`src/rtl/hex_glyph_pkg.sv`:
```
// hex_glyph_pkg: shared 3x5 hex glyph table, geometry and decoder state.
// Row k of a glyph sits at bits [14-3k:12-3k]; bit 2 of a row is leftmost.
package hex_glyph_pkg;

  localparam int GLYPH_ROWS = 5;
  localparam int GLYPH_COLS = 3;
  localparam int GLYPH_BITS = GLYPH_ROWS * GLYPH_COLS;

  localparam logic [14:0] GLYPH_0 = 15'b111_101_101_101_111;
  localparam logic [14:0] GLYPH_1 = 15'b100_100_100_100_100;
  localparam logic [14:0] GLYPH_2 = 15'b111_001_111_100_111;
  localparam logic [14:0] GLYPH_3 = 15'b111_001_111_001_111;
  localparam logic [14:0] GLYPH_4 = 15'b101_101_111_001_001;
  localparam logic [14:0] GLYPH_5 = 15'b111_100_111_001_111;
  localparam logic [14:0] GLYPH_6 = 15'b111_100_111_101_111;
  localparam logic [14:0] GLYPH_7 = 15'b111_001_001_001_001;
  localparam logic [14:0] GLYPH_8 = 15'b111_101_111_101_111;
  localparam logic [14:0] GLYPH_9 = 15'b111_101_111_001_111;
  localparam logic [14:0] GLYPH_A = 15'b111_101_111_101_101;
  localparam logic [14:0] GLYPH_B = 15'b110_101_110_101_110;
  localparam logic [14:0] GLYPH_C = 15'b111_100_100_100_111;
  localparam logic [14:0] GLYPH_D = 15'b110_101_101_101_110;
  localparam logic [14:0] GLYPH_E = 15'b111_100_111_100_111;
  localparam logic [14:0] GLYPH_F = 15'b111_100_111_100_100;

  typedef enum logic [1:0] {
    GET_L,
    GET_R,
    MATCH,
    OUT
  } state_t;

  function automatic logic [14:0] glyph_of(input logic [3:0] n);
    logic [14:0] g;
    case (n)
      4'h0: g = GLYPH_0;
      4'h1: g = GLYPH_1;
      4'h2: g = GLYPH_2;
      4'h3: g = GLYPH_3;
      4'h4: g = GLYPH_4;
      4'h5: g = GLYPH_5;
      4'h6: g = GLYPH_6;
      4'h7: g = GLYPH_7;
      4'h8: g = GLYPH_8;
      4'h9: g = GLYPH_9;
      4'hA: g = GLYPH_A;
      4'hB: g = GLYPH_B;
      4'hC: g = GLYPH_C;
      4'hD: g = GLYPH_D;
      4'hE: g = GLYPH_E;
      default: g = GLYPH_F;
    endcase
    return g;
  endfunction

  // Horizontal mirror: reverse the three columns of every row.
  function automatic logic [14:0] mirror(input logic [14:0] g);
    logic [14:0] m;
    for (int k = 0; k < GLYPH_ROWS; k++) begin
      m[3*k+2] = g[3*k];
      m[3*k+1] = g[3*k+1];
      m[3*k]   = g[3*k+2];
    end
    return m;
  endfunction

endpackage

```
`src/rtl/hex_glyph_decoder_match.sv`:
```
// glyph_match: combinational lookup of one 15-bit glyph in the hex table.
// HEX_GLYPH_MIRROR_TOLERANT_EN adds a mirrored retry after a direct miss.
module glyph_match
  import hex_glyph_pkg::*;
(
  input  logic [14:0] glyph,
  output logic [3:0]  nibble,
  output logic        hit
);

  logic [3:0] d_nib;
  logic       d_hit;

  // Direct lookup; scanning downward lets the lowest index win.
  always_comb begin
    d_nib = 4'h0;
    d_hit = 1'b0;
    for (int i = 15; i >= 0; i--) begin
      if (glyph == glyph_of(4'(i))) begin
        d_nib = 4'(i);
        d_hit = 1'b1;
      end
    end
  end

`ifdef HEX_GLYPH_MIRROR_TOLERANT_EN
  logic [14:0] m_glyph;
  logic [3:0]  m_nib;
  logic        m_hit;

  assign m_glyph = mirror(glyph);

  // Mirrored lookup, only consulted when the direct lookup misses.
  always_comb begin
    m_nib = 4'h0;
    m_hit = 1'b0;
    for (int i = 15; i >= 0; i--) begin
      if (m_glyph == glyph_of(4'(i))) begin
        m_nib = 4'(i);
        m_hit = 1'b1;
      end
    end
  end

  assign nibble = d_hit ? d_nib : m_nib;
  assign hit    = d_hit | m_hit;
`else
  assign nibble = d_nib;
  assign hit    = d_hit;
`endif

endmodule

```
`src/rtl/hex_glyph_decoder.sv`:
```
// hex_glyph_decoder: rebuilds a byte from two 3x5 glyphs sent row by row.
// Optional HEX_GLYPH_MIRROR_TOLERANT_EN accepts mirrored glyphs.
module hex_glyph_decoder
  import hex_glyph_pkg::*;
#(
  parameter logic [3:0] ERR_NIBBLE = 4'h0,
  parameter bit         LEFT_FIRST = 1'b1
) (
  input  logic       clk,
  input  logic       reset,
  input  logic [2:0] row_in,
  input  logic       row_sof,
  input  logic       row_valid,
  output logic       row_ready,
  output logic [7:0] byte_out,
  output logic [1:0] byte_err,
  output logic       byte_valid,
  input  logic       byte_ready,
  output logic       busy
);

  state_t      state;
  logic [2:0]  row_cnt;
  logic [14:0] shift;
  logic [14:0] glyph_l;
  logic [14:0] glyph_r;
  logic [3:0]  nib_h;
  logic [3:0]  nib_l;
  logic        err_h;
  logic        err_l;

  logic        accept;
  logic [14:0] full;
  logic [14:0] glyph_hi;
  logic [14:0] glyph_lo;
  logic [3:0]  hi_nib;
  logic [3:0]  lo_nib;
  logic        hi_hit;
  logic        lo_hit;

  assign accept   = row_valid && row_ready;
  assign full     = {shift[11:0], row_in};
  assign glyph_hi = LEFT_FIRST ? glyph_l : glyph_r;
  assign glyph_lo = LEFT_FIRST ? glyph_r : glyph_l;
  assign busy     = (state != GET_L) || (row_cnt != 3'd0);

  glyph_match u_hi (
    .glyph  (glyph_hi),
    .nibble (hi_nib),
    .hit    (hi_hit)
  );

  glyph_match u_lo (
    .glyph  (glyph_lo),
    .nibble (lo_nib),
    .hit    (lo_hit)
  );

  // Frame FSM: gather L and R rows, match, then hold the byte until taken.
  always_ff @(posedge clk) begin
    if (reset) begin
      state      <= GET_L;
      row_cnt    <= 3'd0;
      shift      <= 15'd0;
      glyph_l    <= 15'd0;
      glyph_r    <= 15'd0;
      nib_h      <= 4'h0;
      nib_l      <= 4'h0;
      err_h      <= 1'b0;
      err_l      <= 1'b0;
      row_ready  <= 1'b1;
      byte_out   <= 8'h00;
      byte_err   <= 2'b00;
      byte_valid <= 1'b0;
    end else begin
      case (state)
        GET_L, GET_R: begin
          if (accept) begin
            shift <= full;
            if (row_sof) begin
              state   <= GET_L;
              row_cnt <= 3'd1;
            end else if (row_cnt == 3'd4) begin
              row_cnt <= 3'd0;
              if (state == GET_L) begin
                glyph_l <= full;
                state   <= GET_R;
              end else begin
                glyph_r   <= full;
                state     <= MATCH;
                row_ready <= 1'b0;
              end
            end else begin
              row_cnt <= row_cnt + 3'd1;
            end
          end
        end
        MATCH: begin
          nib_h <= hi_hit ? hi_nib : ERR_NIBBLE;
          nib_l <= lo_hit ? lo_nib : ERR_NIBBLE;
          err_h <= !hi_hit;
          err_l <= !lo_hit;
          state <= OUT;
        end
        OUT: begin
          if (!byte_valid) begin
            byte_out   <= {nib_h, nib_l};
            byte_err   <= {err_h, err_l};
            byte_valid <= 1'b1;
          end else if (byte_ready) begin
            byte_valid <= 1'b0;
            row_ready  <= 1'b1;
            row_cnt    <= 3'd0;
            state      <= GET_L;
          end
        end
        default: begin
          state     <= GET_L;
          row_cnt   <= 3'd0;
          row_ready <= 1'b1;
        end
      endcase
    end
  end

endmodule

```
`config.mk`:
```
export PLATFORM = sky130hd
export DESIGN_NAME = hex_glyph_decoder
export DESIGN_NICKNAME = d
export VERILOG_FILES = /design/src/rtl/hex_glyph_pkg.sv /design/src/rtl/hex_glyph_decoder_match.sv /design/src/rtl/hex_glyph_decoder.sv
export SDC_FILE = /design/constraint.sdc
export NUM_CORES = 1
export LEC_CHECK = 0
export CAP_MARGIN = 20
export CORE_MARGIN = 2
export CORE_UTILIZATION = 43
export CTS_CLUSTER_DIAMETER = 30
export DETAILED_ROUTE_END_ITERATION = 7
export SLEW_MARGIN = 20
export SYNTH_ARGS = -nofsm -noshare
export SYNTH_HDL_FRONTEND = slang
export SYNTH_SLANG_ARGS = --single-unit
```
`constraint.sdc`:
```
create_clock -name clk -period 2.2 [get_ports clk]
set_input_delay 0.33 -clock clk [delete_from_list [all_inputs] [get_ports clk]]
set_output_delay 0.33 -clock clk [all_outputs]
set_load 0.05 [all_outputs]
```
Signal wires by layer:
The bar under the picture is 20 um long.
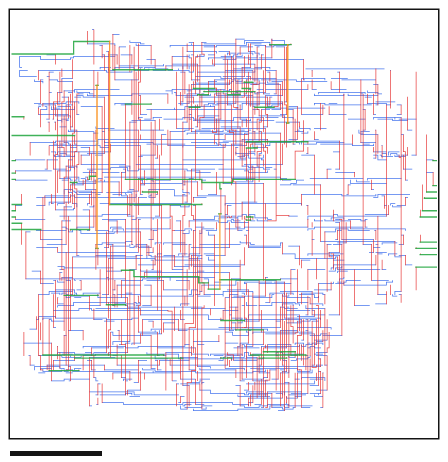
Blue stands for M1, wire length 3860 um. Red stands for M2, wire length 3620 um. Green stands for M3, wire length 368 um. Orange stands for M4, wire length 104 um.

Wires at chosen ports, followed through buffers:
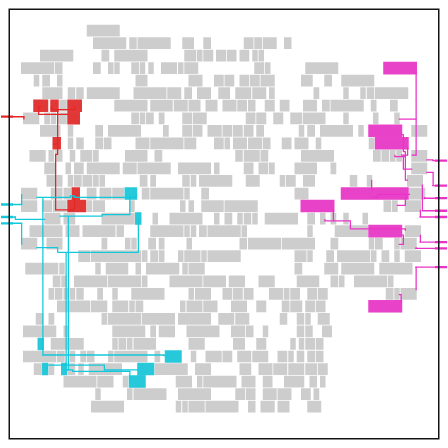
Cyan stands for `row_in`, bits 3, direction input, edge left, end cells 9, buffers 3, wire 250 um. Red stands for `row_sof`, bits 1, direction input, edge left, end cells 7, buffers 1, wire 48.7 um. Magenta stands for `byte_out`, bits 8, direction output, edge right, end cells 8, buffers 8, wire 130 um.

Clock distribution:
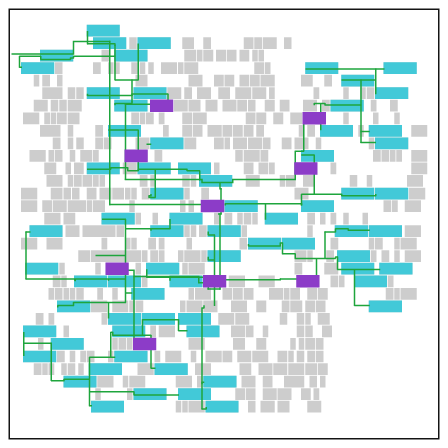
Purple stands for clock-net drivers, count 9. Cyan stands for flip-flops, count 69. Green stands for clock wires, length 822 um.
There are 10 routed clock nets. Position of the flops: spread over the die.

Pin placement:
Pins as bars across the die edge, other pins in gray.
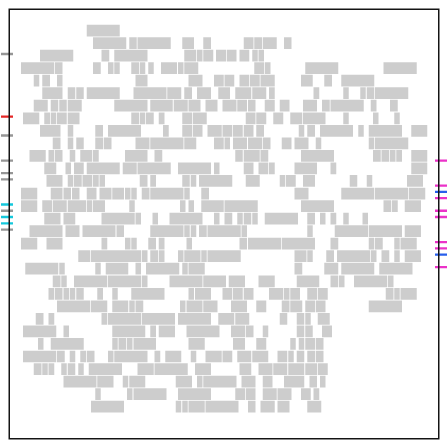
Blue stands for `byte_err`, pins 2, direction output, edge right. Red stands for `row_sof`, pins 1, direction input, edge left. Magenta stands for `byte_out`, pins 8, direction output, edge right. Cyan stands for `row_in`, pins 3, direction input, edge left.
All pins by edge: 11 left, 10 right.

sequential cells by signal, summed over array words and instances, names as in the netlist:
| register | cells |
|---|---|
| byte_out | 8 |
| nib_h | 4 |
| glyph_hi | 15 |
| err_h | 1 |
| byte_err | 2 |
| err_l | 1 |
| byte_valid | 1 |
| state | 2 |
| row_cnt | 3 |
| shift | 12 |
| row_ready | 1 |
| nib_l | 4 |
| glyph_lo | 15 |
cell usage in the layout, fill, tap and decap left out, drive strengths merged, types with 3 or more instances in the layout:
master and instances:
mux2i 15, nor3b 3, nand4 7, nand4b 9, nor4 13, and2 4, o21ai 13, or2 5
clkbuf 9, nand2 98, or3 5, nor4bb 3, nor2b 4, a21oi 50, nor4b 6, clkdlybuf4s50 18
nand3b 5, nand3 6, nand2b 6, or4 3, buf 12, nor2 28, a31oi 5, and4b 3
dfxtp 69, nor3 12, inv 7
final cells by class:
class	count	share of cell area, %
Timing Repair Buffer	30	7.22
Clock buffer	9	3.19
Sequential cell	69	35.6
Tap cell	102	3.29
Multi-Input combinational cell	331	48.3
Clock inverter	7	2.06
Inverter	4	0.387
report_power, final:
part | switching, mW | internal (mW)
registers | 0.00995 | 1.26
logic | 0.0536 | 0.0303
clock network | 0.509 | 0.536
cells by family after synthesis:
kind of cell	count (synthesis)	share of synthesized area, %
compound gates	81	13.6
xor+xnor	3	0.774
fa+ha+maj	2	0.737
buf+inv	29	4.13
flops	69	40.7
mux	15	4.42
simple gates	230	35.6
how the worst max path moves through the flow:
| stage | startpoint | end |
|---|---|---|
| floorplan | row_ready | glyph_lo[6] |
| global placement | row_valid | glyph_lo[7] |
| detailed placement | row_valid | glyph_lo[1] |
| CTS | byte_valid | byte_valid |
| global route | glyph_hi[9] | err_h |
| finish | byte_valid | byte_valid |
metrics by stage:
step	utilization [%]	instance area [sq um]	hold slack (ps)	std cells
global route	50.5	3880	473	552
CTS	50.5	3880	455	552
global placement	47.8	3680	442	536
finish	50.5	3880	453	552
detailed placement	47.8	3680	446	536
floorplan	-	3390	425	429
per-layer routing:
layer,vias up,global-route usage (%),part of all wire [%]
met5,-,0,0
met4,0,6.99,1.3
met3,9,4.64,4.6
met2,93,30.6,45
met1,1416,26.0,49
li1,1562,-,-
==> out/qor.txt <==
Yosys cell types = 54
most instantiated cells after synthesis = 97 x sky130_fd_sc_hd__nand2_1, 69 x sky130_fd_sc_hd__dfxtp_1, 49 x sky130_fd_sc_hd__a21oi_1
most area-hungry cell type in the Yosys netlist = sky130_fd_sc_hd__dfxtp_1
number of fillers in the final layout = 773
library cell contributing the largest single delay on the critical path = sky130_fd_sc_hd__clkdlybuf4s50_1
Clock Tree Buf Depth = 2
Async S/R FF share, synth = 0%
antenna violations before repair = 0
Reg area = 1380 sq um
RSZ-0062 raised after global routing = false
Rows = 32
fraction of layout instances using a drive strength above 1 = 8.67%
I/O Buffers = 20
startpoint of the tightest hold check path = byte_out[1]
Arrival @ worst endpoint = 1650 ps
maximum single-stage delay on the critical path = 850 ps
kind of launch point of the worst setup path = register
CTS sink count = 69
Total Power = 2.40 mW
residual overflow from global routing = 0
slack of the critical path = 225 ps
CTS Buf Count = 9
highest net fanout along the worst path = 5
Insertion Delay late pin = 340 ps
Rel. slew slack = 60.3%
min-delay worst type = reg2reg
number of nets in the final layout = 455
cell family with the largest share of critical-path delay = buffers and inverters
count of library flops with an enable pin = 0
sequential element share of the synthesized area = 40.7%
total count of max-transition violations in the final report = 0
maximum number of pins on one net before global-route repair = 61
synth top area cells = sky130_fd_sc_hd__dfxtp_1 41%, sky130_fd_sc_hd__nand2_1 11%, sky130_fd_sc_hd__a21oi_1 7.2%
post-layout period usage = 89.8%
hold path cells = 2
Crit Path Category = reg2out
TritonRoute pass-1 iters = 5
number of design rule violations left after detail routing = 0
core utilization before placement = 44.2%
Yosys warning count = 0
maximum VDD drop = 0.522 mV
number of global-route vias before repair = 2769
quantity of gates resized following cts = 0
synthesized instance count = 429
setup slack on the worst flop-to-flop path = 320 ps
primary flip-flop cell chosen by synthesis mapping = sky130_fd_sc_hd__dfxtp_1
final critical path time including I/O delays and setup = 1980 ps
setup TNS after final layout = 0 ps
mapped cell area = 3390 sq um
Total Die Area = 8620 sq um
half-perimeter wire length after placement = 5800 um
synthesis-stage register bit count = 69
CTS tree = yes
Final Setup Violations = 0
Wirelength per Cell = 14.4 um
count of hold-fix buffers inserted at cts = 0
layout overhead on the synthesized area = 14.3%
MI comb area = 1870 sq um
clock slew at the register clock pins of the worst setup and hold paths = 80 ps
most common cell in the netlist = sky130_fd_sc_hd__nand2_1
Worst setup EP type = output pin
maximum clock frequency = 0.506 GHz
sequence of cells on the critical path = clkdlybuf4s50_1
Post-CTS Repair Setup Buffers = 0
antenna-violating nets left = 0
startpoint of the worst register-to-register path = glyph_hi[9]
clock tree skew after final layout = 10.9 ps
endpoint with the worst hold slack = byte_out[1]
total I/O pin count = 21
status = finished clean
post-synth area from yosys stat = 3390 sq um
data required time of the critical path = 1870 ps
cell count along the critical path = 1
stage-log warning count = 27
via density per instance = 5.58
net count of the mapped netlist = 439
CTS H-Tree Depth = 3
n_diodes = 0
cell at the root of the clock tree = sky130_fd_sc_hd__clkbuf_8
endpoints failing hold = 0
reg-to-reg endpoint = nib_h[2]
measured slew at the worst slew-check pin = 596 ps
horizontal die size = 92.9 um
overall routed net length = 7950 um
Leak Pwr = 1.30 nW
total routing usage reported by global routing = 19.4%
DP Worst Slack = 46.5 ps
total via count in the routed design = 3080
Core Region = 7690 sq um
buffering stage count on the worst path with inverters included = 1
wire length of the first global-routing pass = 13200 um
# Cells Yosys = 429
vertical extent of the die = 92.9 um
cell depth of the worst flop-to-flop path = 5
max_cap viols = 0
Power Density = 617 nW/um^2
fraction of post-synthesis cell area in the top cell type by area = 40.7%
violation count after the first detailed-route iteration = 243
Placer Congestion = 0.927
Post-Syn Area per Cell = 7.91 sq um
Power figures rest on the tool's default switching activity, not on a simulated workload.
